File: src/rtl/mips_ctrl_pkg.sv
// Shared definitions for the multicycle MIPS main controller: opcodes,
// state encoding, ALUOp/PCSource/ALUSrcB encodings and the control bundle.
package mips_ctrl_pkg;

    // Opcode field values (IR[31:26]) understood by the controller
    localparam logic [5:0] OP_RTYPE = 6'b000000;
    localparam logic [5:0] OP_LW    = 6'b100011;
    localparam logic [5:0] OP_SW    = 6'b101011;
    localparam logic [5:0] OP_BEQ   = 6'b000100;
    localparam logic [5:0] OP_J     = 6'b000010;
    localparam logic [5:0] OP_ADDI  = 6'b001000;

    // Controller states; 13-15 are unused and recover to IDLE
    typedef enum logic [3:0] {
        S_IDLE   = 4'd0,
        S_FETCH  = 4'd1,
        S_DECODE = 4'd2,
        S_MEMADR = 4'd3,
        S_MEMRD  = 4'd4,
        S_MEMWB  = 4'd5,
        S_MEMWR  = 4'd6,
        S_RTEXEC = 4'd7,
        S_RTWB   = 4'd8,
        S_BEQ    = 4'd9,
        S_JUMP   = 4'd10,
        S_ADDIEX = 4'd11,
        S_ADDIWB = 4'd12
    } state_t;

    // ALUOp encodings, shared with ALU_Ctrl
    localparam logic [1:0] ALUOP_LWSW  = 2'b00;
    localparam logic [1:0] ALUOP_BEQ   = 2'b01;
    localparam logic [1:0] ALUOP_RTYPE = 2'b10;

    // PCSource mux selects
    localparam logic [1:0] PCSRC_ALU    = 2'b00;
    localparam logic [1:0] PCSRC_ALUOUT = 2'b01;
    localparam logic [1:0] PCSRC_JUMP   = 2'b10;

    // ALUSrcB mux selects
    localparam logic [1:0] SRCB_B       = 2'b00;
    localparam logic [1:0] SRCB_FOUR    = 2'b01;
    localparam logic [1:0] SRCB_IMM     = 2'b10;
    localparam logic [1:0] SRCB_IMM_SL2 = 2'b11;

    // Every datapath enable/select driven by the controller
    typedef struct packed {
        logic       pc_write;
        logic       pc_write_cond;
        logic       ior_d;
        logic       mem_read;
        logic       mem_write;
        logic       ir_write;
        logic       mem_to_reg;
        logic       alu_src_a;
        logic       reg_write;
        logic       reg_dst;
        logic [1:0] pc_source;
        logic [1:0] alu_src_b;
        logic [1:0] alu_op;
        logic       illegal_op;
    } ctrl_t;

    localparam ctrl_t CTRL_NONE = '0;

    // True for the opcodes DECODE knows how to dispatch
    function automatic logic is_supported(input logic [5:0] op);
        return (op == OP_RTYPE) || (op == OP_LW) || (op == OP_SW) ||
               (op == OP_BEQ) || (op == OP_J) || (op == OP_ADDI);
    endfunction

endpackage

File: src/rtl/mips_multicycle_ctrl_if.sv
// Controller <-> datapath bundle: opcode and memory handshake in,
// enables and mux selects out.
interface mips_multicycle_ctrl_if;
    logic [5:0] Opcode;
    logic       MemReady;
    logic       PCWrite;
    logic       PCWriteCond;
    logic       IorD;
    logic       MemRead;
    logic       MemWrite;
    logic       IRWrite;
    logic       MemtoReg;
    logic       ALUSrcA;
    logic       RegWrite;
    logic       RegDst;
    logic [1:0] PCSource;
    logic [1:0] ALUSrcB;
    logic [1:0] ALUOp;
    logic       IllegalOp;
    logic [3:0] State;

    // Controller side
    modport master (
        input  Opcode, MemReady,
        output PCWrite, PCWriteCond, IorD, MemRead, MemWrite, IRWrite,
               MemtoReg, ALUSrcA, RegWrite, RegDst, PCSource, ALUSrcB,
               ALUOp, IllegalOp, State
    );

    // Datapath side
    modport slave (
        output Opcode, MemReady,
        input  PCWrite, PCWriteCond, IorD, MemRead, MemWrite, IRWrite,
               MemtoReg, ALUSrcA, RegWrite, RegDst, PCSource, ALUSrcB,
               ALUOp, IllegalOp, State
    );
endinterface

File: src/rtl/mips_ctrl_decode.sv
// Combinational output decode for the multicycle controller. Outputs are a
// function of the state only, except the FETCH write enables (gated by
// MemReady) and IllegalOp (depends on the opcode in DECODE).
module mips_ctrl_decode
    import mips_ctrl_pkg::*;
(
    input  state_t     state,
    input  logic       mem_ready,
    input  logic [5:0] opcode,
    output ctrl_t      ctrl
);

    // Per-state control decode; anything not set stays 0
    always_comb begin
        ctrl = CTRL_NONE;
        case (state)
            S_FETCH: begin
                ctrl.mem_read  = 1'b1;
                ctrl.ior_d     = 1'b0;
                ctrl.alu_src_a = 1'b0;
                ctrl.alu_src_b = SRCB_FOUR;
                ctrl.alu_op    = ALUOP_LWSW;
                ctrl.pc_source = PCSRC_ALU;
                // IR and PC only capture once the instruction word is valid
                ctrl.ir_write  = mem_ready;
                ctrl.pc_write  = mem_ready;
            end
            S_DECODE: begin
                // Speculatively compute the branch target into ALUOut
                ctrl.alu_src_a  = 1'b0;
                ctrl.alu_src_b  = SRCB_IMM_SL2;
                ctrl.alu_op     = ALUOP_LWSW;
                ctrl.illegal_op = !is_supported(opcode);
            end
            S_MEMADR: begin
                ctrl.alu_src_a = 1'b1;
                ctrl.alu_src_b = SRCB_IMM;
                ctrl.alu_op    = ALUOP_LWSW;
            end
            S_MEMRD: begin
                ctrl.mem_read = 1'b1;
                ctrl.ior_d    = 1'b1;
            end
            S_MEMWB: begin
                ctrl.reg_write  = 1'b1;
                ctrl.reg_dst    = 1'b0;
                ctrl.mem_to_reg = 1'b1;
            end
            S_MEMWR: begin
                ctrl.mem_write = 1'b1;
                ctrl.ior_d     = 1'b1;
            end
            S_RTEXEC: begin
                ctrl.alu_src_a = 1'b1;
                ctrl.alu_src_b = SRCB_B;
                ctrl.alu_op    = ALUOP_RTYPE;
            end
            S_RTWB: begin
                ctrl.reg_write  = 1'b1;
                ctrl.reg_dst    = 1'b1;
                ctrl.mem_to_reg = 1'b0;
            end
            S_BEQ: begin
                // Zero AND PCWriteCond is resolved in the datapath
                ctrl.alu_src_a     = 1'b1;
                ctrl.alu_src_b     = SRCB_B;
                ctrl.alu_op        = ALUOP_BEQ;
                ctrl.pc_write_cond = 1'b1;
                ctrl.pc_source     = PCSRC_ALUOUT;
            end
            S_JUMP: begin
                ctrl.pc_write  = 1'b1;
                ctrl.pc_source = PCSRC_JUMP;
            end
            S_ADDIEX: begin
                ctrl.alu_src_a = 1'b1;
                ctrl.alu_src_b = SRCB_IMM;
                ctrl.alu_op    = ALUOP_LWSW;
            end
            S_ADDIWB: begin
                ctrl.reg_write  = 1'b1;
                ctrl.reg_dst    = 1'b0;
                ctrl.mem_to_reg = 1'b0;
            end
            default: begin
                ctrl = CTRL_NONE;
            end
        endcase
    end

endmodule

File: src/rtl/mips_multicycle_ctrl.sv
// Main control FSM for the multicycle MIPS-32 datapath. Holds the state
// register and next-state logic; output decoding lives in mips_ctrl_decode.
module mips_multicycle_ctrl
    import mips_ctrl_pkg::*;
(
    input  logic                   Clk,
    input  logic                   Rst_n,
    mips_multicycle_ctrl_if.master bus
);

    state_t state_reg;
    state_t state_next;
    ctrl_t  ctrl;

    // State register; reset forces IDLE immediately so every output drops
    always_ff @(posedge Clk or negedge Rst_n) begin
        if (!Rst_n) begin
            state_reg <= S_IDLE;
        end else begin
            state_reg <= state_next;
        end
    end

    // Next-state selection; memory states hold until MemReady
    always_comb begin
        state_next = S_IDLE;
        case (state_reg)
            S_IDLE:   state_next = S_FETCH;
            S_FETCH:  state_next = bus.MemReady ? S_DECODE : S_FETCH;
            S_DECODE: begin
                case (bus.Opcode)
                    OP_LW, OP_SW: state_next = S_MEMADR;
                    OP_RTYPE:     state_next = S_RTEXEC;
                    OP_BEQ:       state_next = S_BEQ;
                    OP_J:         state_next = S_JUMP;
                    OP_ADDI:      state_next = S_ADDIEX;
                    default:      state_next = S_FETCH;
                endcase
            end
            // Opcode is held stable past DECODE, so it still selects lw/sw here
            S_MEMADR: state_next = (bus.Opcode == OP_SW) ? S_MEMWR :
                                   (bus.Opcode == OP_LW) ? S_MEMRD : S_FETCH;
            S_MEMRD:  state_next = bus.MemReady ? S_MEMWB : S_MEMRD;
            S_MEMWB:  state_next = S_FETCH;
            S_MEMWR:  state_next = bus.MemReady ? S_FETCH : S_MEMWR;
            S_RTEXEC: state_next = S_RTWB;
            S_RTWB:   state_next = S_FETCH;
            S_BEQ:    state_next = S_FETCH;
            S_JUMP:   state_next = S_FETCH;
            S_ADDIEX: state_next = S_ADDIWB;
            S_ADDIWB: state_next = S_FETCH;
            default:  state_next = S_IDLE;
        endcase
    end

    mips_ctrl_decode u_decode (
        .state     (state_reg),
        .mem_ready (bus.MemReady),
        .opcode    (bus.Opcode),
        .ctrl      (ctrl)
    );

    assign bus.PCWrite     = ctrl.pc_write;
    assign bus.PCWriteCond = ctrl.pc_write_cond;
    assign bus.IorD        = ctrl.ior_d;
    assign bus.MemRead     = ctrl.mem_read;
    assign bus.MemWrite    = ctrl.mem_write;
    assign bus.IRWrite     = ctrl.ir_write;
    assign bus.MemtoReg    = ctrl.mem_to_reg;
    assign bus.ALUSrcA     = ctrl.alu_src_a;
    assign bus.RegWrite    = ctrl.reg_write;
    assign bus.RegDst      = ctrl.reg_dst;
    assign bus.PCSource    = ctrl.pc_source;
    assign bus.ALUSrcB     = ctrl.alu_src_b;
    assign bus.ALUOp       = ctrl.alu_op;
    assign bus.IllegalOp   = ctrl.illegal_op;
    assign bus.State       = state_reg;

endmodule
File: src/flat_wrapper.sv
// flat-port wrapper written by rule: the top's interface ports become plain ports
module mips_multicycle_ctrl_flat import mips_ctrl_pkg::*;
  (Clk, Rst_n, bus_Opcode, bus_MemReady, bus_PCWrite, bus_PCWriteCond, bus_IorD, bus_MemRead, bus_MemWrite, bus_IRWrite, bus_MemtoReg, bus_ALUSrcA, bus_RegWrite, bus_RegDst, bus_PCSource, bus_ALUSrcB, bus_ALUOp, bus_IllegalOp, bus_State);
  mips_multicycle_ctrl_if bus_i ();
  input  logic Clk;
  input  logic Rst_n;
  input wire logic [$bits(bus_i.Opcode)-1:0] bus_Opcode;
  input wire logic [$bits(bus_i.MemReady)-1:0] bus_MemReady;
  output wire logic [$bits(bus_i.PCWrite)-1:0] bus_PCWrite;
  output wire logic [$bits(bus_i.PCWriteCond)-1:0] bus_PCWriteCond;
  output wire logic [$bits(bus_i.IorD)-1:0] bus_IorD;
  output wire logic [$bits(bus_i.MemRead)-1:0] bus_MemRead;
  output wire logic [$bits(bus_i.MemWrite)-1:0] bus_MemWrite;
  output wire logic [$bits(bus_i.IRWrite)-1:0] bus_IRWrite;
  output wire logic [$bits(bus_i.MemtoReg)-1:0] bus_MemtoReg;
  output wire logic [$bits(bus_i.ALUSrcA)-1:0] bus_ALUSrcA;
  output wire logic [$bits(bus_i.RegWrite)-1:0] bus_RegWrite;
  output wire logic [$bits(bus_i.RegDst)-1:0] bus_RegDst;
  output wire logic [$bits(bus_i.PCSource)-1:0] bus_PCSource;
  output wire logic [$bits(bus_i.ALUSrcB)-1:0] bus_ALUSrcB;
  output wire logic [$bits(bus_i.ALUOp)-1:0] bus_ALUOp;
  output wire logic [$bits(bus_i.IllegalOp)-1:0] bus_IllegalOp;
  output wire logic [$bits(bus_i.State)-1:0] bus_State;
  assign bus_i.Opcode = bus_Opcode;
  assign bus_i.MemReady = bus_MemReady;
  assign bus_PCWrite = bus_i.PCWrite;
  assign bus_PCWriteCond = bus_i.PCWriteCond;
  assign bus_IorD = bus_i.IorD;
  assign bus_MemRead = bus_i.MemRead;
  assign bus_MemWrite = bus_i.MemWrite;
  assign bus_IRWrite = bus_i.IRWrite;
  assign bus_MemtoReg = bus_i.MemtoReg;
  assign bus_ALUSrcA = bus_i.ALUSrcA;
  assign bus_RegWrite = bus_i.RegWrite;
  assign bus_RegDst = bus_i.RegDst;
  assign bus_PCSource = bus_i.PCSource;
  assign bus_ALUSrcB = bus_i.ALUSrcB;
  assign bus_ALUOp = bus_i.ALUOp;
  assign bus_IllegalOp = bus_i.IllegalOp;
  assign bus_State = bus_i.State;
  mips_multicycle_ctrl u_core (.Clk(Clk), .Rst_n(Rst_n), .bus(bus_i));
endmodule
File: config.mk
export PLATFORM = sky130hd
export DESIGN_NAME = mips_multicycle_ctrl_flat
export DESIGN_NICKNAME = d
export VERILOG_FILES = /design/src/rtl/mips_ctrl_pkg.sv /design/src/rtl/mips_multicycle_ctrl_if.sv /design/src/rtl/mips_ctrl_decode.sv /design/src/rtl/mips_multicycle_ctrl.sv /design/src/flat_wrapper.sv
export SDC_FILE = /design/constraint.sdc
export NUM_CORES = 1
export LEC_CHECK = 0
export CORE_UTILIZATION = 38
export DETAILED_ROUTE_END_ITERATION = 10
export PLACE_DENSITY = 0.78
export SLEW_MARGIN = 25
export SYNTH_ARGS = -nofsm -noshare
export SYNTH_HDL_FRONTEND = slang
export SYNTH_SLANG_ARGS = --single-unit
export TNS_END_PERCENT = 20
File: constraint.sdc
create_clock -name Clk -period 1.2 [get_ports Clk]
set_input_delay 0.12 -clock Clk [delete_from_list [all_inputs] [get_ports Clk]]
set_output_delay 0.12 -clock Clk [all_outputs]
set_load 0.01 [all_outputs]
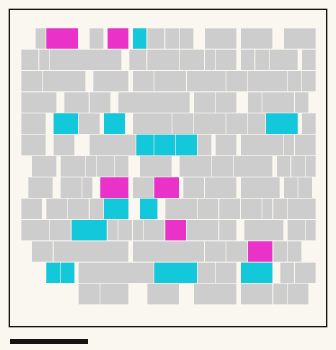
Run 1: selected gate families
Scale bar: 10 µm.
cyan -> aoi and oai cells  # cells 14
magenta -> non-inverting ao/oa cells  # cells 6
highest-count logic cell in the final layout: sky130_fd_sc_hd__buf_4
multi-input logic portion of the cell area: 0.441
non-filler instance count after layout: 152

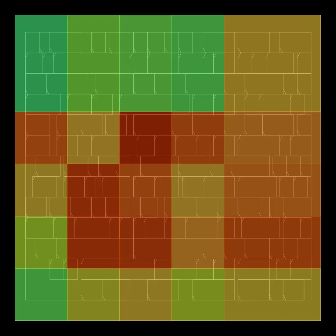
Run 1: congestion heat map
busiest grt layer: met2
average routed wire per standard cell: 18.2 µm
M3 GR Usage: 0.100
global router's overall resource usage: 0.307

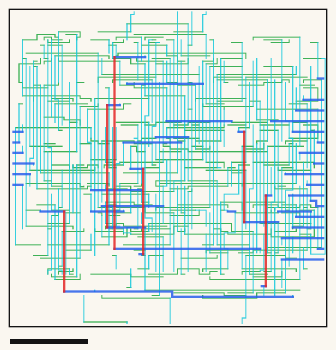
Run 1: routed metal, one color a layer
Scale bar: 10 µm.
green -> M1  # wire length 1040 µm
blue -> M3  # wire length 186 µm
cyan -> M2  # wire length 1460 µm
red -> M4  # wire length 84.3 µm
Vias: 882
routed wire length: 2.77 mm

==> summary.txt, run 1 <==
impl run done, here's what came out: area of the mapped netlist=559 µm², inverters=0, remaining number of nets flagged by the antenna check after routing=0, final HPWL from detailed placement=1.44 mm, weighted congestion at the end of routability-driven global placement=0.802, total of warnings raised by yosys=0, mean area per synthesized cell=7.66 µm², aoi share=0.275, total clock sinks=4, Max-slew headroom=0.731, sort of element at the start of the critical path=register, worst endpoint data arrival time=between 1 and 1.5 ns, reg2reg path depth=5, Max Cap Violations=0, die y size=40.4 µm, type of the worst setup path=reg -> out, uppermost routed layer=met4, post-placement cell count=136, share of cell area taken by muxes after synthesis=0.0201, fillers=54, number of gates on the worst path with buffers counted=5, count of unresolved DRC violations after routing=0, Post-synth EDFFs=0, number of flip-flops in the largest register=4, post-synthesis to final-layout area growth=114%, largest net degree at the start of global routing=11, number of failing hold endpoints at the final stage=0, number of buffers inserted for hold repair after clock tree synthesis=0, overall power consumption=1.72 mW, part of the Yosys area used for sequential elements=0.179, global routing met2 resource utilization=0.611, leakage dissipation=just under 0.6 nW, Basic Gates by Area=0.405, critical path's top delay family=buffers and inverters, group drawing the most power=combinational logic, biggest area cells=sky130_fd_sc_hd__dfrtp_1, sky130_fd_sc_hd__nor2_1, sky130_fd_sc_hd__nand2b_1, sky130_fd_sc_hd__buf_4, sky130_fd_sc_hd__buf_6, proportion of cell area spent on the clock network=0.0188, violated checks=negative setup slack, dominant cell type by area after synthesis=sky130_fd_sc_hd__dfrtp_1, TritonCTS buffer count=3, result of the run=finished, violations left, Synth flops=4, number of sequential cells=4, most numerous cell in the Yosys netlist=sky130_fd_sc_hd__nor2_1, top flip-flop cell by instance count after synthesis=sky130_fd_sc_hd__dfrtp_1, number of placement rows=13, critical-path maximum fanout=3, reg-to-reg critical path startpoint=u_core.bus.State[0], insertion delay to the later sink of the worst-skew pair=0.26 ns, Post-Route Setup TNS=-4.35 ns, register-to-register path setup slack=-0.17 ns, Net Sw Power=765 µW, drt initial violations=30, Post-Route Skew=0.0169 ns, met2 wire length=about 1.5 mm, die span in x=40.4 µm, initial antenna violation count=0, count of input and output buffers=29, share of final layout cell area taken by non-clock buffers=0.439, summed area of non-filler cells in the final layout=1200 µm², number of global-route vias before repair=786, cell-internal power=954 µW, count of clock-net buffers in the final layout=3, final critical delay including setup and external delays=1.54 ns, Met3 Wirelength=approximately 190 µm, commonest cells in the netlist=sky130_fd_sc_hd__nor2_1, sky130_fd_sc_hd__nand2b_1, sky130_fd_sc_hd__nand2_1, peak supply drop=0.908 mV, proportion of layout cells with a drive suffix above 1=0.642, count of buffer and inverter cells on the critical path=3, Post-CTS Resized=~120, met1 routed wirelength after detailed routing=1.04 mm, combinational cell fraction of total power=0.763, starting utilization of the core area=0.419, post-synthesis async set-or-reset flop share=1.00, synthesized netlist net count=82, number of well taps=15, main logic family after synthesis=simple AND/OR/NAND/NOR gates, tool warning count=29, Final Slew Violations=0, Core Util, Final=0.898, CP startpoint=u_core.bus.State[0], most numerous logic cells after layout=sky130_fd_sc_hd__buf_4, sky130_fd_sc_hd__buf_2, sky130_fd_sc_hd__buf_6, sky130_fd_sc_hd__nor2_1, sky130_fd_sc_hd__nand2b_4, # setup viols final=23, data required time at the worst endpoint=around 1.1 ns, min-delay worst type=in -> async, slowest stage cell, crit path=sky130_fd_sc_hd__dfrtp_1, chip area from the yosys synthesis statistics=approximately 560 µm², wire length of the first global-routing pass=3.24 mm, Placement Cell Area=1030 µm², standard cell core area=1330 µm², share of cell area taken by flip-flops and latches=0.0857, switching share of power=0.445, comb pwr=between 1 and 1.5 mW, relative contribution of the clock network to total power=0.115, cells traversed along the worst timing path=buf_6 -> buf_4 -> xnor2_1 -> nor3_1 -> buf_2, routed via count divided by cell count=5.80, combined flip-flop and latch cell area=103 µm², Sequential Power Share=0.122, fmax=648 MHz, Synth top area share=0.179, worst-case clock buffer depth=2, worst-case setup margin in the final layout=-0.344 ns, setup repair bufs after CTS=11, root buffer cell=sky130_fd_sc_hd__clkbuf_4, part of the cycle the worst path needs=1.29, buffer count excluding the clock tree in the final layout=67, global-route met1 utilization=0.284, CTS tree=yes, yosys stat cell total=73, crit path capture type=output pin, Critical R2R Capture=u_core.bus.State[0], TritonRoute pass-1 iters=4, worst setup path endpoint=bus_MemRead, H-tree depth=1, count of distinct cell types in the synthesized netlist=39, slew at the pin with the worst max-slew slack=0.400 ns, area of the multi-input gates=roughly 530 µm², unrepaired setup endpoints after global routing=yes, area share of fa/ha/maj cells after synthesis=0, slowest cell delay on critical path=0.41 ns, GRT overflow=0, power per cell area=1440 nW/µm², area of the die=1630 µm², final antenna diode count=0, power in sequential cells=210 µW, post-synthesis cell count=73, Hold Slack=0.0649 ns, Reg clk slew, reported paths=0.06 ns, most area-hungry cell class in the final design=multi-input combinational cells, Top-Level Pins=30, XOR-XNOR Cells, Area Fraction=0.0313, power dissipated in the clock network=198 µW
==> run 2, diff against run 1 <==
--- a/config.mk
+++ b/config.mk
@@ -5,6 +5,7 @@
 export SDC_FILE = /design/constraint.sdc
 export NUM_CORES = 1
 export LEC_CHECK = 0
+export CORE_MARGIN = 5
 export CORE_UTILIZATION = 38
 export DETAILED_ROUTE_END_ITERATION = 10
 export PLACE_DENSITY = 0.78
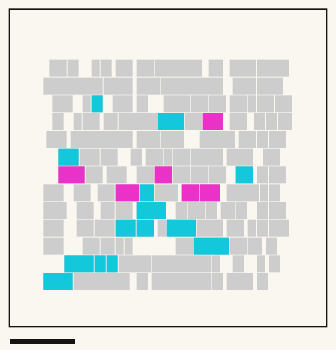
Run 2: selected gate families
Scale bar: 10 µm.
magenta -> non-inverting ao/oa cells  # cells 6, where middle
cyan -> aoi and oai cells  # cells 14
multi-input logic portion of the cell area: 0.481
non-filler instance count after layout: 145

==> summary.txt, run 2 <==
impl run done, here's what came out: unrepaired setup endpoints after global routing=yes, critical path's top delay family=flip-flops, Net Sw Power=737 µW (-3.6%), number of sequential cells=4 (unchanged), summed area of non-filler cells in the final layout=1140 µm² (-5.0%), drt initial violations=42 (+40%), routed wire length=2.71 mm (-2.4%), peak supply drop=0.748 mV (-18%), CP startpoint=u_core.bus.State[1], Synth flops=4 (unchanged), synthesized netlist net count=82 (unchanged), fmax=677 MHz (+4.5%), power in sequential cells=210 µW (about the same), Hold Slack=0.0717 ns (+0.00675 ns), fillers=86 (+59%), most numerous logic cells after layout=sky130_fd_sc_hd__buf_4, sky130_fd_sc_hd__buf_2, sky130_fd_sc_hd__nor2_1, sky130_fd_sc_hd__nand2_1, sky130_fd_sc_hd__dlygate4sd2_1, count of input and output buffers=29 (unchanged), starting utilization of the core area=0.414 (-0.00505), wire length of the first global-routing pass=3.84 mm (+19%), average routed wire per standard cell=18.7 µm (+2.3%), group drawing the most power=combinational logic, sort of element at the start of the critical path=register, Final Slew Violations=0 (unchanged), cell-internal power=862 µW (-9.7%), Post-CTS Resized=96 (-17%), number of buffers inserted for hold repair after clock tree synthesis=0 (unchanged), count of unresolved DRC violations after routing=0 (unchanged), met2 wire length=1.32 mm (-9.7%), global routing met2 resource utilization=0.367 (-0.244), tool warning count=29 (unchanged), routed via count divided by cell count=5.90 (+1.6%), slew at the pin with the worst max-slew slack=0.249 ns (-0.151 ns), area of the multi-input gates=547 µm² (+3.6%), proportion of layout cells with a drive suffix above 1=0.646 (+0.00382), combined flip-flop and latch cell area=103 µm² (unchanged), number of flip-flops in the largest register=4 (unchanged), Core Util, Final=0.842 (-0.0553), die y size=48.4 µm (+20%), H-tree depth=1 (unchanged), CTS tree=yes, most numerous cell in the Yosys netlist=sky130_fd_sc_hd__nor2_1, type of the worst setup path=reg -> out, busiest grt layer=met2, share of cell area taken by flip-flops and latches=0.0902 (+0.00452), setup repair bufs after CTS=7 (-4), yosys stat cell total=73 (unchanged), part of the Yosys area used for sequential elements=0.179 (unchanged), insertion delay to the later sink of the worst-skew pair=0.26 ns (about the same), mean area per synthesized cell=7.66 µm² (unchanged), standard cell core area=1350 µm² (+1.2%), post-placement cell count=134 (-1.5%), most area-hungry cell class in the final design=multi-input combinational cells, XOR-XNOR Cells, Area Fraction=0.0313 (unchanged), M3 GR Usage=0.0948 (-0.00520), global router's overall resource usage=0.209 (-0.0984), area of the mapped netlist=559 µm² (unchanged), number of global-route vias before repair=845 (+7.5%), final antenna diode count=0 (unchanged), violated checks=negative setup slack, crit path capture type=output pin, part of the cycle the worst path needs=1.23 (-0.0557), dominant cell type by area after synthesis=sky130_fd_sc_hd__dfrtp_1, power per cell area=1410 nW/µm² (-2.0%), Sequential Power Share=0.131 (+0.009), result of the run=finished, violations left, final critical delay including setup and external delays=1.48 ns (-0.0669 ns), die span in x=48.4 µm (+20%), global-route met1 utilization=0.184 (-0.100), Max Cap Violations=0 (unchanged), final HPWL from detailed placement=1.57 mm (+9.4%), biggest area cells=sky130_fd_sc_hd__dfrtp_1, sky130_fd_sc_hd__nor2_1, sky130_fd_sc_hd__nand2b_1, sky130_fd_sc_hd__buf_4, sky130_fd_sc_hd__buf_6, root buffer cell=sky130_fd_sc_hd__clkbuf_4, Critical R2R Capture=u_core.bus.State[0], # setup viols final=21 (-8.7%), Placement Cell Area=1030 µm² (-0.24%), slowest cell delay on critical path=0.40 ns (about the same), number of failing hold endpoints at the final stage=0 (unchanged), main logic family after synthesis=simple AND/OR/NAND/NOR gates, TritonCTS buffer count=3 (unchanged), comb pwr=1.19 mW (-9%), count of buffer and inverter cells on the critical path=1 (-2), proportion of cell area spent on the clock network=0.0198 (+0.000993), Met3 Wirelength=276 µm (+49%), post-synthesis cell count=73 (unchanged), Post-synth EDFFs=0 (unchanged), cells traversed along the worst timing path=nand3b_1 -> mux2_4 -> nor2_4 -> buf_6, worst setup path endpoint=bus_PCWrite, data required time at the worst endpoint=1.08 ns (about the same), number of gates on the worst path with buffers counted=4 (-1), overall power consumption=1.60 mW (-7.0%), Synth top area share=0.179 (unchanged), met1 routed wirelength after detailed routing=991 µm (-4.8%), Reg clk slew, reported paths=0.04 ns (-0.02 ns), total clock sinks=4 (unchanged), post-synthesis to final-layout area growth=103%, combinational cell fraction of total power=0.746 (-0.017), commonest cells in the netlist=sky130_fd_sc_hd__nor2_1, sky130_fd_sc_hd__nand2b_1, sky130_fd_sc_hd__nand2_1, area share of fa/ha/maj cells after synthesis=0 (unchanged), worst-case setup margin in the final layout=-0.277 ns (+0.0669 ns), initial antenna violation count=0 (unchanged), area of the die=2340 µm² (+44%), top flip-flop cell by instance count after synthesis=sky130_fd_sc_hd__dfrtp_1, Post-Route Skew=0.00283 ns (-0.0141 ns), Max-slew headroom=0.833 (+0.102), inverters=0 (unchanged), critical-path maximum fanout=3 (unchanged), count of distinct cell types in the synthesized netlist=39 (unchanged), worst endpoint data arrival time=1.36 ns (-0.06 ns), Top-Level Pins=30 (unchanged)
Power figures rest on the tool's default switching activity, not on a simulated workload.
